power_grid.png
The bar under the picture is 20 um long. Pins as bars on the die edge. Tap cells in grey.
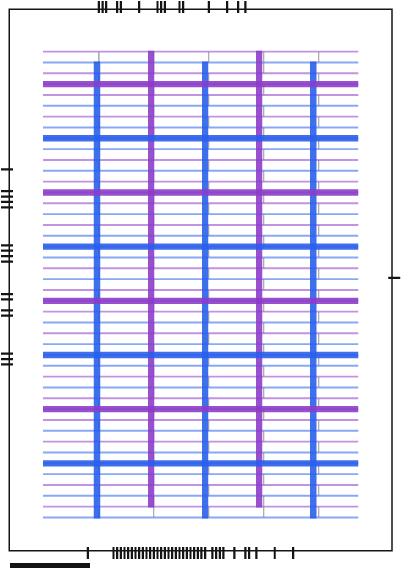
placement_by_type.png
The bar under the picture is 20 um long.
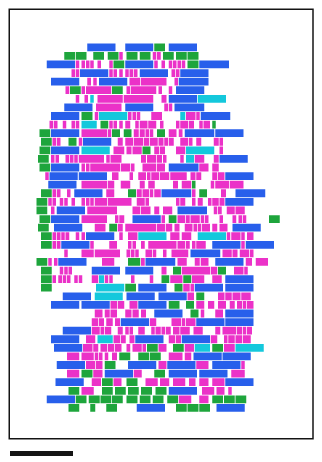
===== src/rtl/uart_memdump_ctrl.sv =====
// uart_memdump_ctrl: walks an inclusive address range of a synchronous-read
// memory and streams each word out on TX as 8N1 frames, either as raw bytes
// or as uppercase ASCII hex followed by CR LF.
module uart_memdump_ctrl #(
   parameter int ADDR_W       = 10,
   parameter int DATA_W       = 32,
   parameter int CLKS_PER_BIT = 434,
   parameter int RD_LAT       = 1,
   parameter int MSB_FIRST    = 1
) (
   input  logic              CLK,
   input  logic              nrst,
   input  logic              start,
   input  logic [ADDR_W-1:0] start_addr,
   input  logic [ADDR_W-1:0] end_addr,
   input  logic              hex_mode,
   input  logic [DATA_W-1:0] con_data,
   output logic [ADDR_W-1:0] con_addr,
   output logic              TX,
   output logic              busy,
   output logic              done
);

   localparam int NB   = DATA_W / 8;
   localparam int NN   = DATA_W / 4;
   localparam int CI_W = $clog2(NN + 3);
   localparam int BC_W = $clog2(CLKS_PER_BIT + 1);

   localparam logic [CI_W-1:0] RAW_LAST  = CI_W'(NB - 1);
   localparam logic [CI_W-1:0] HEX_LAST  = CI_W'(NN + 1);
   localparam logic [BC_W-1:0] BAUD_LAST = BC_W'(CLKS_PER_BIT - 1);

   typedef enum logic [2:0] {S_IDLE, S_FETCH, S_SEND, S_NEXT, S_FINISH} state_t;

   state_t            state, state_nxt;
   logic [ADDR_W-1:0] end_q;
   logic              hex_q;
   logic [DATA_W-1:0] word_q;
   logic [8:0]        tx_sh;      // {stop, data[7:0]}; shifted out LSB first
   logic [3:0]        bit_idx;    // 0 = start bit, 9 = stop bit
   logic [BC_W-1:0]   baud_cnt;
   logic [CI_W-1:0]   char_idx;
   logic [RD_LAT:0]   vld_pipe;   // tracks read latency since the last address change

   logic              accept, capture, bit_end, frame_end, word_end, last_word, launch;
   logic [CI_W-1:0]   char_last;
   logic [7:0]        char_nxt;

   // Character idx of word w: a raw byte, or a hex digit / CR / LF.
   function automatic logic [7:0] char_of(input logic [DATA_W-1:0] w,
                                          input logic [CI_W-1:0]   idx,
                                          input logic              hx);
      logic [DATA_W-1:0] t;
      logic [3:0]        nib;
      int                amt;
      char_of = 8'h0A;
      if (!hx) begin
         amt     = (MSB_FIRST != 0) ? 8 * (NB - 1 - int'(idx)) : 8 * int'(idx);
         t       = w >> amt;
         char_of = t[7:0];
      end else if (int'(idx) < NN) begin
         t       = w >> (4 * (NN - 1 - int'(idx)));
         nib     = t[3:0];
         char_of = (nib < 4'd10) ? (8'h30 + {4'h0, nib}) : (8'h37 + {4'h0, nib});
      end else if (int'(idx) == NN) begin
         char_of = 8'h0D;
      end
   endfunction

   // State register.
   always_ff @(posedge CLK or negedge nrst) begin
      if (!nrst) state <= S_IDLE;
      else       state <= state_nxt;
   end

   // Next-state decode and datapath strobes.
   always_comb begin
      state_nxt = state;
      accept    = (state == S_IDLE) && start;
      capture   = (state == S_FETCH) && vld_pipe[RD_LAT];
      bit_end   = (state == S_SEND) && (baud_cnt == BAUD_LAST);
      frame_end = bit_end && (bit_idx == 4'd9);
      char_last = hex_q ? HEX_LAST : RAW_LAST;
      word_end  = frame_end && (char_idx == char_last);
      last_word = (con_addr == end_q);
      // The address moves as the last stop bit ends, so the NEXT cycle already
      // counts toward read latency and the inter-word gap is RD_LAT+1 cycles.
      launch    = accept || (word_end && !last_word);
      char_nxt  = char_of(capture ? con_data : word_q,
                          capture ? '0 : char_idx + 1'b1, hex_q);
      case (state)
         S_IDLE:   if (start) state_nxt = S_FETCH;
         S_FETCH:  if (capture) state_nxt = S_SEND;
         S_SEND:   if (word_end) state_nxt = last_word ? S_FINISH : S_NEXT;
         S_NEXT:   state_nxt = S_FETCH;
         S_FINISH: state_nxt = S_IDLE;
         default:  state_nxt = S_IDLE;
      endcase
   end

   // Address walk, handshake, word capture and 8N1 serialiser.
   always_ff @(posedge CLK or negedge nrst) begin
      if (!nrst) begin
         con_addr <= '0;
         TX       <= 1'b1;
         busy     <= 1'b0;
         done     <= 1'b0;
         end_q    <= '0;
         hex_q    <= 1'b0;
         word_q   <= '0;
         tx_sh    <= '1;
         bit_idx  <= '0;
         baud_cnt <= '0;
         char_idx <= '0;
         vld_pipe <= '0;
      end else begin
         vld_pipe <= {vld_pipe[RD_LAT-1:0], launch};
         done     <= (state == S_FINISH);
         if (state == S_FINISH) busy <= 1'b0;

         if (accept) begin
            end_q    <= end_addr;
            hex_q    <= hex_mode;
            con_addr <= start_addr;
            busy     <= 1'b1;
         end

         if (word_end && !last_word) con_addr <= con_addr + 1'b1;

         if (capture) begin
            word_q   <= con_data;
            tx_sh    <= {1'b1, char_nxt};
            TX       <= 1'b0;
            bit_idx  <= '0;
            baud_cnt <= '0;
            char_idx <= '0;
         end else if (state == S_SEND) begin
            if (!bit_end) begin
               baud_cnt <= baud_cnt + 1'b1;
            end else begin
               baud_cnt <= '0;
               if (bit_idx != 4'd9) begin
                  TX      <= tx_sh[0];
                  tx_sh   <= {1'b1, tx_sh[8:1]};
                  bit_idx <= bit_idx + 1'b1;
               end else if (!word_end) begin
                  // next character of the same word starts with no gap
                  tx_sh    <= {1'b1, char_nxt};
                  TX       <= 1'b0;
                  bit_idx  <= '0;
                  char_idx <= char_idx + 1'b1;
               end else begin
                  TX <= 1'b1;
               end
            end
         end
      end
   end

endmodule


===== config.mk =====
export PLATFORM = sky130hd
export DESIGN_NAME = uart_memdump_ctrl
export DESIGN_NICKNAME = d
export VERILOG_FILES = /design/src/rtl/uart_memdump_ctrl.sv
export SDC_FILE = /design/constraint.sdc
export NUM_CORES = 1
export LEC_CHECK = 0
export CAP_MARGIN = 20
export CORE_ASPECT_RATIO = 1.5
export CORE_MARGIN = 8
export CORE_UTILIZATION = 50
export CTS_CLUSTER_SIZE = 12
export DETAILED_ROUTE_END_ITERATION = 7
export PLACE_DENSITY = 0.87
export RECOVER_POWER = 50
export REMOVE_ABC_BUFFERS = 1
export SETUP_SLACK_MARGIN = 0.2
export SLEW_MARGIN = 20
export SYNTH_ARGS = -nofsm -noshare
export SYNTH_HDL_FRONTEND = slang
export SYNTH_SLANG_ARGS = --single-unit
export TNS_END_PERCENT = 1

===== constraint.sdc =====
create_clock -name CLK -period 3.09 [get_ports CLK]
set_clock_uncertainty 0.2 [all_clocks]
set_input_delay 0.618 -clock CLK [delete_from_list [all_inputs] [get_ports CLK]]
set_output_delay 0.618 -clock CLK [all_outputs]
set_load 0.02 [all_outputs]

==> impl_metrics.tcl <==
# implementation run metrics
set metrics [dict create \
    status "complete, but fails checks" \
    violations "capacitance limit, slew limit" \
    cts.hold.buffers_added 0 \
    dp.cells 672 \
    cap_violations 1 \
    fin_crit_ns 2.773 \
    finalSetupViolCount 0 \
    synthCells 499 \
    clkPwrFrac 0.213 \
    rsz0062_at_grt "no" \
    met3_length_um 398 \
    finalClockPeriodUsage 0.8974 \
    maxSlewViolCount 84 \
    critical_path.top_delay_family "multiplexers" \
    wl_per_cell_um 17.40 \
    clock.latency.late_pin_ns 0.34 \
    critPathMaxFanout 6 \
    drive_gt1_frac 0.1382 \
    synthArstFlopShare 1.000 \
    cts_post_setup_buffers_inserted 1 \
    yosysCellCount 499 \
    final_cell_mix "nand2_1 (129), dfrtp_1 (75), clkdlybuf4s50_1 (67), nor2_1 (29)" \
    cpMostUsedCell "nand2_1" \
    postCtsResizedCells 1 \
    power_frac_comb 0.379 \
    area_growth_pct 24.97 \
    pin_count 69 \
    fp_util 0.5150 \
    grt_max_degree 84 \
    max_freq_mhz 360.6 \
    post-place-ws_ns 0.1328 \
    crit_buf_inv 1 \
    finalHoldViolations 0 \
    peakVddDrop_v 0.0005499 \
    port_buffers 68 \
    dr.max_layer_used "met4" \
    htree_num_levels 3 \
    crit_type "register to register" \
    wl_met1_um 4804 \
    grt-ovfl-total 0 \
    vias 4018 \
    crit_slowest_cell "mux4_1" \
    p_seq_uw 1990 \
    grt.total_usage 0.1978 \
    fin_tns_setup_ns 0 \
]
-- power_grid.png (at the start) --
legend:
  blue:
    net: VSS
  purple:
    net: VDD
met5 straps: 8
tap cells: 112
rows: 43
met4 straps: 5
met1 rails: 44

-- placement_by_type.png (at the start) --
legend:
  green:
    class: remaining buffers and delay cells
    cells: 89
  cyan:
    class: clock drivers and dummy loads
    cells: 16
  magenta:
    class: combinational and other logic
    cells: 388
  blue:
    class: sequential cells
    cells: 86

path summary, 6_finish.rpt:
check                            start          end  slack, ns  cells after the start
hold / removal             vld_pipe[0]  vld_pipe[1]       0.14                      0
min in group asynchronous         nrst     end_q[5]       0.66                      1
setup reg to reg           char_idx[0]     tx_sh[1]       0.32                      8
max in group asynchronous         nrst  char_idx[1]       0.70                      1
hold reg to reg            vld_pipe[0]  vld_pipe[1]       0.14                      0
setup / recovery           char_idx[0]     tx_sh[1]       0.32                      8
cell usage after synthesis, types with 9 or more instances:
cell type / count / share of area
nor2_1: 29 / 0.023
xor2_1: 13 / 0.024
mux4_2: 10 / 0.047
nand2b_1: 9 / 0.012
a21oi_1: 18 / 0.019
clkbuf_1: 17 / 0.013
o21ai_0: 12 / 0.013
dfstp_2: 9 / 0.050
inv_1: 13 / 0.010
nand2_1: 129 / 0.10
nand3_1: 10 / 0.011
dfrtp_1: 77 / 0.40
mux2_2: 14 / 0.033
state kept, by name (all words and copies together) (netlist names), 2 cells and up:
signal	flops
tx_sh	8
baud_cnt	9
end_q	10
con_addr	10
state	3
bit_idx	4
word_q	32
vld_pipe	2
char_idx	4
logic make-up after synthesis:
kind of cell,count (synthesis),share of synthesized area
AND/OR/NAND/NOR,224,0.2145
AND-OR/OR-AND,92,0.1331
flip-flops,86,0.4539
buffers and inverters,38,0.03203
multiplexers,32,0.1074
XOR/XNOR,20,0.04069
adder cells (fa/ha/maj),7,0.01838
final cells by class:
class	instances	area [um^2]	share of cell area
Inverter	13	48.80	0.008193
Tap cell	112	140.1	0.02353
Sequential cell	86	2166	0.3637
Multi-Input combinational cell	375	2484	0.4170
Clock buffer	13	270.3	0.04538
Clock inverter	3	17.52	0.002941
Timing Repair Buffer	89	829.5	0.1393
